`src/rtl/iopage_ctl_pkg.sv`:
```
// Shared definitions for the I/O-page controller.
// Contents: controller state encoding, I/O-page base address (17760000 octal),
// I/O-page offset width, and a helper that recognises I/O-page addresses.
package iopage_ctl_pkg;

  // I/O-page offset width: the page spans the top 8 KB of the 22-bit space.
  localparam int unsigned OffsetW = 13;

  // Base of the I/O page (17760000 octal).
  localparam logic [21:0] IopageBase = 22'o17760000;

  // Address bits above the offset that identify the I/O page.
  localparam logic [21-OffsetW:0] IopageTag = IopageBase[21:OffsetW];

  typedef enum logic [1:0] {
    StIdle   = 2'd0,
    StSelect = 2'd1,
    StDone   = 2'd2,
    StErr    = 2'd3
  } state_e;

  // True when a 22-bit physical address falls inside the I/O page.
  function automatic logic is_iopage(input logic [21:0] addr);
    return addr[21:OffsetW] == IopageTag;
  endfunction

endpackage

```
`src/rtl/iopage_rdmux.sv`:
```
// Read-data selector for the I/O-page register blocks.
// Picks the data word of the lowest-index device whose decode flag is set.
// Ports:
//   decode_i  per-device address-match flags
//   data_i    packed per-device read data, device i at [16i+15:16i]
//   data_o    selected read data (zero when nothing decodes)
//   hit_o     at least one device decodes
module iopage_rdmux #(
  parameter int unsigned NDEV = 8
) (
  input  logic [NDEV-1:0]    decode_i,
  input  logic [16*NDEV-1:0] data_i,
  output logic [15:0]        data_o,
  output logic               hit_o
);

  // Walk from the highest index down so the lowest asserted index is
  // the last assignment and therefore wins.
  always_comb begin
    data_o = '0;
    for (int i = NDEV - 1; i >= 0; i--) begin
      if (decode_i[i]) begin
        data_o = data_i[16*i +: 16];
      end
    end
  end

  assign hit_o = |decode_i;

endmodule

```
`src/rtl/iopage_ctl.sv`:
```
// I/O-page bus controller.
// Accepts CPU requests that fall in the I/O page (17760000-17777777 octal),
// strobes the attached register blocks with the captured offset/data, and
// completes with bus_ack on a device decode or bus_error on timeout or an
// illegal simultaneous read+write. Completion is a four-phase handshake:
// ack/error stays high until the CPU drops both bus_rd and bus_wr.
// Ports:
//   clk, reset                 clock, asynchronous active-high reset
//   bus_addr/rd/wr/byte_op     CPU request
//   bus_data_in/bus_data_out   CPU write data / registered read data
//   bus_ack, bus_error         completion status
//   iopage_addr/data/byte_op   captured request driven to register blocks
//   iopage_rd, iopage_wr       device strobes, high only in SELECT
//   dev_decode, dev_data       per-device match flags and read data
module iopage_ctl
  import iopage_ctl_pkg::*;
#(
  parameter int unsigned NDEV    = 8,
  parameter int unsigned TIMEOUT = 16
) (
  input  logic                 clk,
  input  logic                 reset,
  input  logic [21:0]          bus_addr,
  input  logic                 bus_rd,
  input  logic                 bus_wr,
  input  logic                 bus_byte_op,
  input  logic [15:0]          bus_data_in,
  output logic [15:0]          bus_data_out,
  output logic                 bus_ack,
  output logic                 bus_error,
  output logic [OffsetW-1:0]   iopage_addr,
  output logic [15:0]          iopage_data,
  output logic                 iopage_rd,
  output logic                 iopage_wr,
  output logic                 iopage_byte_op,
  input  logic [NDEV-1:0]      dev_decode,
  input  logic [16*NDEV-1:0]   dev_data
);

  localparam int unsigned CntW = (TIMEOUT > 1) ? $clog2(TIMEOUT) : 1;
  localparam logic [CntW-1:0] CntMax = CntW'(TIMEOUT - 1);

  state_e          state_q;
  logic [CntW-1:0] cnt_q;
  logic [15:0]     mux_data;
  logic            mux_hit;
  logic            req_hit;
  logic            bus_idle;

  iopage_rdmux #(
    .NDEV (NDEV)
  ) u_rdmux (
    .decode_i (dev_decode),
    .data_i   (dev_data),
    .data_o   (mux_data),
    .hit_o    (mux_hit)
  );

  assign req_hit  = is_iopage(bus_addr);
  assign bus_idle = !bus_rd && !bus_wr;

  // Single-process FSM; every output is a register. iopage_addr/data/byte_op
  // are the capture registers themselves, and iopage_rd/iopage_wr double as
  // the captured direction while in SELECT.
  always_ff @(posedge clk or posedge reset) begin
    if (reset) begin
      state_q        <= StIdle;
      cnt_q          <= '0;
      bus_data_out   <= '0;
      bus_ack        <= 1'b0;
      bus_error      <= 1'b0;
      iopage_addr    <= '0;
      iopage_data    <= '0;
      iopage_rd      <= 1'b0;
      iopage_wr      <= 1'b0;
      iopage_byte_op <= 1'b0;
    end else begin
      unique case (state_q)
        StIdle: begin
          if (req_hit && (bus_rd ^ bus_wr)) begin
            iopage_addr    <= bus_addr[OffsetW-1:0];
            iopage_data    <= bus_data_in;
            iopage_byte_op <= bus_byte_op;
            iopage_rd      <= bus_rd;
            iopage_wr      <= bus_wr;
            cnt_q          <= '0;
            state_q        <= StSelect;
          end else if (req_hit && bus_rd && bus_wr) begin
            // Illegal request: report without strobing any device.
            bus_error <= 1'b1;
            state_q   <= StErr;
          end
        end

        StSelect: begin
          if (mux_hit) begin
            // Byte reads still return the whole word; lane choice is the CPU's.
            if (iopage_rd) begin
              bus_data_out <= mux_data;
            end
            iopage_rd <= 1'b0;
            iopage_wr <= 1'b0;
            bus_ack   <= 1'b1;
            state_q   <= StDone;
          end else if (cnt_q == CntMax) begin
            iopage_rd <= 1'b0;
            iopage_wr <= 1'b0;
            bus_error <= 1'b1;
            state_q   <= StErr;
          end else begin
            cnt_q <= cnt_q + CntW'(1);
          end
        end

        StDone, StErr: begin
          if (bus_idle) begin
            bus_ack   <= 1'b0;
            bus_error <= 1'b0;
            state_q   <= StIdle;
          end
        end

        default: state_q <= StIdle;
      endcase
    end
  end

endmodule
```
`config.mk`:
```
export PLATFORM = sky130hd
export DESIGN_NAME = iopage_ctl
export DESIGN_NICKNAME = d
export VERILOG_FILES = /design/src/rtl/iopage_ctl_pkg.sv /design/src/rtl/iopage_rdmux.sv /design/src/rtl/iopage_ctl.sv
export SDC_FILE = /design/constraint.sdc
export NUM_CORES = 1
export LEC_CHECK = 0
export CAP_MARGIN = 20
export CORE_UTILIZATION = 34
export DETAILED_ROUTE_END_ITERATION = 16
export PLACE_DENSITY_LB_ADDON = 0.08
export SETUP_SLACK_MARGIN = 0.05
export SLEW_MARGIN = 20
export SYNTH_ARGS = -nofsm -noshare
export SYNTH_HDL_FRONTEND = slang
export SYNTH_SLANG_ARGS = --single-unit
```
`constraint.sdc`:
```
create_clock -name clk -period 2.7 [get_ports clk]
set_input_delay 0.675 -clock clk [delete_from_list [all_inputs] [get_ports clk]]
set_output_delay 0.675 -clock clk [all_outputs]
set_load 0.005 [all_outputs]
```
Supply network:
Scale: 4 px per um. Pins as bars on the die edge.
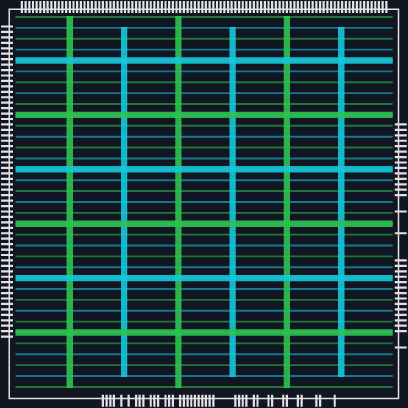
- cyan: VDD
- green: VSS
- rows: 34
- met1 rails: 35
- met5 straps: 6

Cells coloured by class:
Scale: 3 px per um. Fill, decap, tap and diode cells in grey.
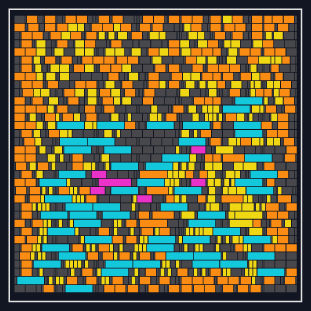
- magenta: clock drivers and dummy loads (cells 6; share of their area 1.7%)
- cyan: sequential cells (cells 56; share of their area 25%)
- yellow: remaining logic cells (cells 271; share of their area 28%)
- orange: remaining buffers and delay cells (cells 256; share of their area 45%)

Clock network drawn from the DEF:
Scale: 6 px per um.
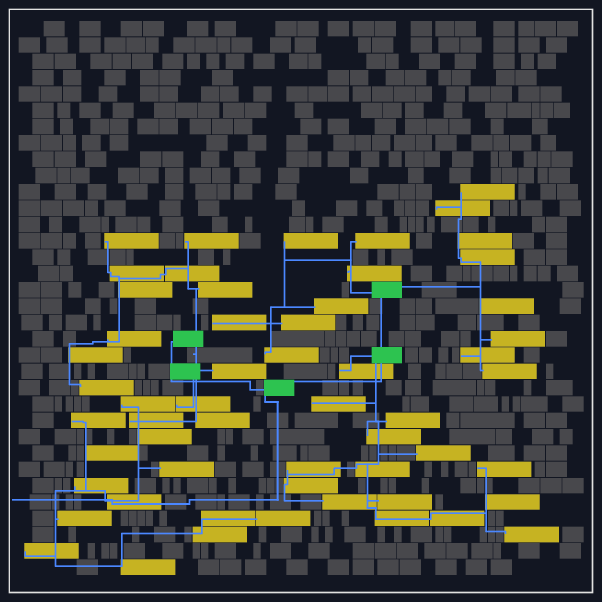
- blue: clock wires (length 602 um)
- green: clock-net drivers (count 5)
- yellow: flip-flops (count 56)
- routed clock nets: 6

==> Flow_metrics.wiki <==
== Metrics ==
{| class="wikitable"
! Metric !! Value
|-
| Library cell used as clock root buffer || sky130_fd_sc_hd__clkbuf_8
|-
| Top cells by area || sky130_fd_sc_hd__dfrtp_1, sky130_fd_sc_hd__nand2_1, sky130_fd_sc_hd__a221oi_1
|-
| Simple-Gate Fraction of Synth Area || 0.2037
|-
| Capturing instance or port of the critical path || cnt_q[3]$_DFFE_PP0P_
|-
| Startpoint of the lowest-slack hold path || iopage_addr[12]$_DFFE_PP0P_
|-
| Htree depth || 2
|-
| Synth area leader || sky130_fd_sc_hd__dfrtp_1
|-
| Area share of the largest cell type after synthesis || 0.4571
|-
| Instance area after placement || ~5600 sq um
|-
| Top flop regs || bus_data_out: 16 flops, iopage_data: 16 flops, iopage_addr: 13 flops
|-
| Skew final || between 0.009 and 0.01 ns
|-
| Total Die Area || roughly 9400 sq um
|-
| Site row count || 34
|-
| Unrepaired setup endpoints after global routing || no
|-
| Total combinational power || 501 uW
|-
| R2R Path End || iopage_data[13]$_DFFE_PP0P_
|-
| Number of cell instances after yosys synthesis || ~360
|-
| Area grow syn2layout || 90.16%
|-
| DRT antenna net count || 0
|-
| First-pass DRT Iterations || 4
|-
| Total gr overflow || 0
|-
| Setup repair bufs after CTS || 0
|-
| Commonest cells after routing, fill and taps aside || sky130_fd_sc_hd__clkdlybuf4s50_1, sky130_fd_sc_hd__nand2_1, sky130_fd_sc_hd__dfrtp_1
|-
| WHS Endpoint || iopage_addr[12]$_DFFE_PP0P_
|-
| Maximum number of pins on one net before global-route repair || 33
|-
| Worst hold margin || around 0.47 ns
|-
| Clock Power || about 510 uW
|-
| Sinks on the clock net || ~56
|-
| Power consumption || 1887 uW
|-
| Count of flip-flops with a built-in enable after synthesis || 0
|-
| Number of standard cells in the final layout excluding fillers || around 700
|-
| Most used logic cell in the final layout || sky130_fd_sc_hd__clkdlybuf4s50_1
|-
| Antenna diode count || 0
|-
| Highest achievable clock rate || roughly 0.39 GHz
|-
| FF-to-FF setup slack || roughly 0.72 ns
|-
| Critical path data arrival time || 2.79 ns
|-
| Final setup violation count || 0
|-
| Nets at Floorplan || around 540
|-
| Final total negative setup slack || 0 ns
|-
| Clock transition at path regs || roughly 0.09 ns
|-
| Synth async-reset ratio || 1.000
|-
| Post-synthesis share of cell area spent on and-or and or-and gates || 0.2816
|-
| Number of antenna violations at the first check in global routing || 0
|-
| CP Launch Type || input pin
|-
| Transition time at the pin with the least slew margin || roughly 0.65 ns
|-
| Xor+xnor area frac || 0
|-
| HPWL after DPL || 9.184 mm
|-
| Crit path kind || input pin to flip-flop
|-
| Tightest Hold Check Type || flip-flop to flip-flop
|-
| Non-Filler Cell Area, Final || between 5000 and 6000 sq um
|-
| Synth Seq Share || 0.4571
|-
| Final Slew Violations || 0
|-
| Post-synthesis register bit count || roughly 56
|-
| CP Data Required Time || 2.93 ns
|-
| Finished Core Util || 0.6684
|-
| Number of primary I/O pins || about 230
|-
| Cell with the most instances after synthesis || sky130_fd_sc_hd__nand2_1
|-
| Initial Util || 0.3515
|-
| Number of I/O port buffers || 228
|-
| Mean instance size in the synthesized netlist || 8.635 sq um
|-
| Depth of the worst hold-timing path || 2
|-
| Pwr top || sequential cells
|-
| Pre-CTS worst setup slack || -0.3269 ns
|-
| Synthesized instance count || between 300 and 400
|-
| Top cell types by occurrence after synthesis || sky130_fd_sc_hd__nand2_1, sky130_fd_sc_hd__dfrtp_1, sky130_fd_sc_hd__o22ai_1
|-
| Proportion of power drawn by the clock network || 0.271
|-
| Switching power of the nets || around 430 uW
|-
| Height of the die || about 97 um
|-
| Part of the total power dissipated in sequential elements || 0.463
|-
| Predominant post-synthesis flop cell || sky130_fd_sc_hd__dfrtp_1
|-
| CTS tree || built
|-
| Post-cts resize count || 3
|-
| Logic gate share of total power || 0.265
|-
| Fraction of final layout cells with drive strength greater than 1 || 0.08659
|-
| Worst-path fanout max || 4
|-
| Clk ins delay skew pair || between 0.2 and 0.3 ns
|-
| Cell-internal power || 1459 uW
|-
| X dimension of the die || 96.95 um
|-
| Run status || finished clean
|-
| Standby leakage power || ~0.0025 uW
|-
| Tally of unique sky130hd cells used after synthesis || 36
|-
| Launch point of the worst reg-to-reg path || state_q[1]$_DFFE_PP0P_
|-
| Maximum vdd ir drop || 300.1 uV
|-
| Minimum clock period || roughly 2.6 ns
|}
layout make-up:
class	count	area, sq um
Tap cell	108	135.1
Clock inverter	1	30.03
Timing Repair Buffer	256	2586
Inverter	10	37.54
Fill cell	735	2892
Multi-Input combinational cell	261	1570
Sequential cell	56	1401
Clock buffer	5	68.82
per-layer routing:
metal  part of all wire  wire length (um)  global-route usage
met2               0.51              6066              0.4182
met4              0.019               226             0.06889
met1               0.41              4925              0.2988
met5                  0                 0                   0
met3              0.058               695             0.05636
worst max-delay path: stages:
cell	delay, ns
sky130_fd_sc_hd__clkdlybuf4s50_1	0.43
sky130_fd_sc_hd__or4_4	0.57
sky130_fd_sc_hd__or4_1	0.59
sky130_fd_sc_hd__or3_1	0.37
sky130_fd_sc_hd__a21oi_1	0.14
Power figures rest on the tool's default switching activity, not on a simulated workload.
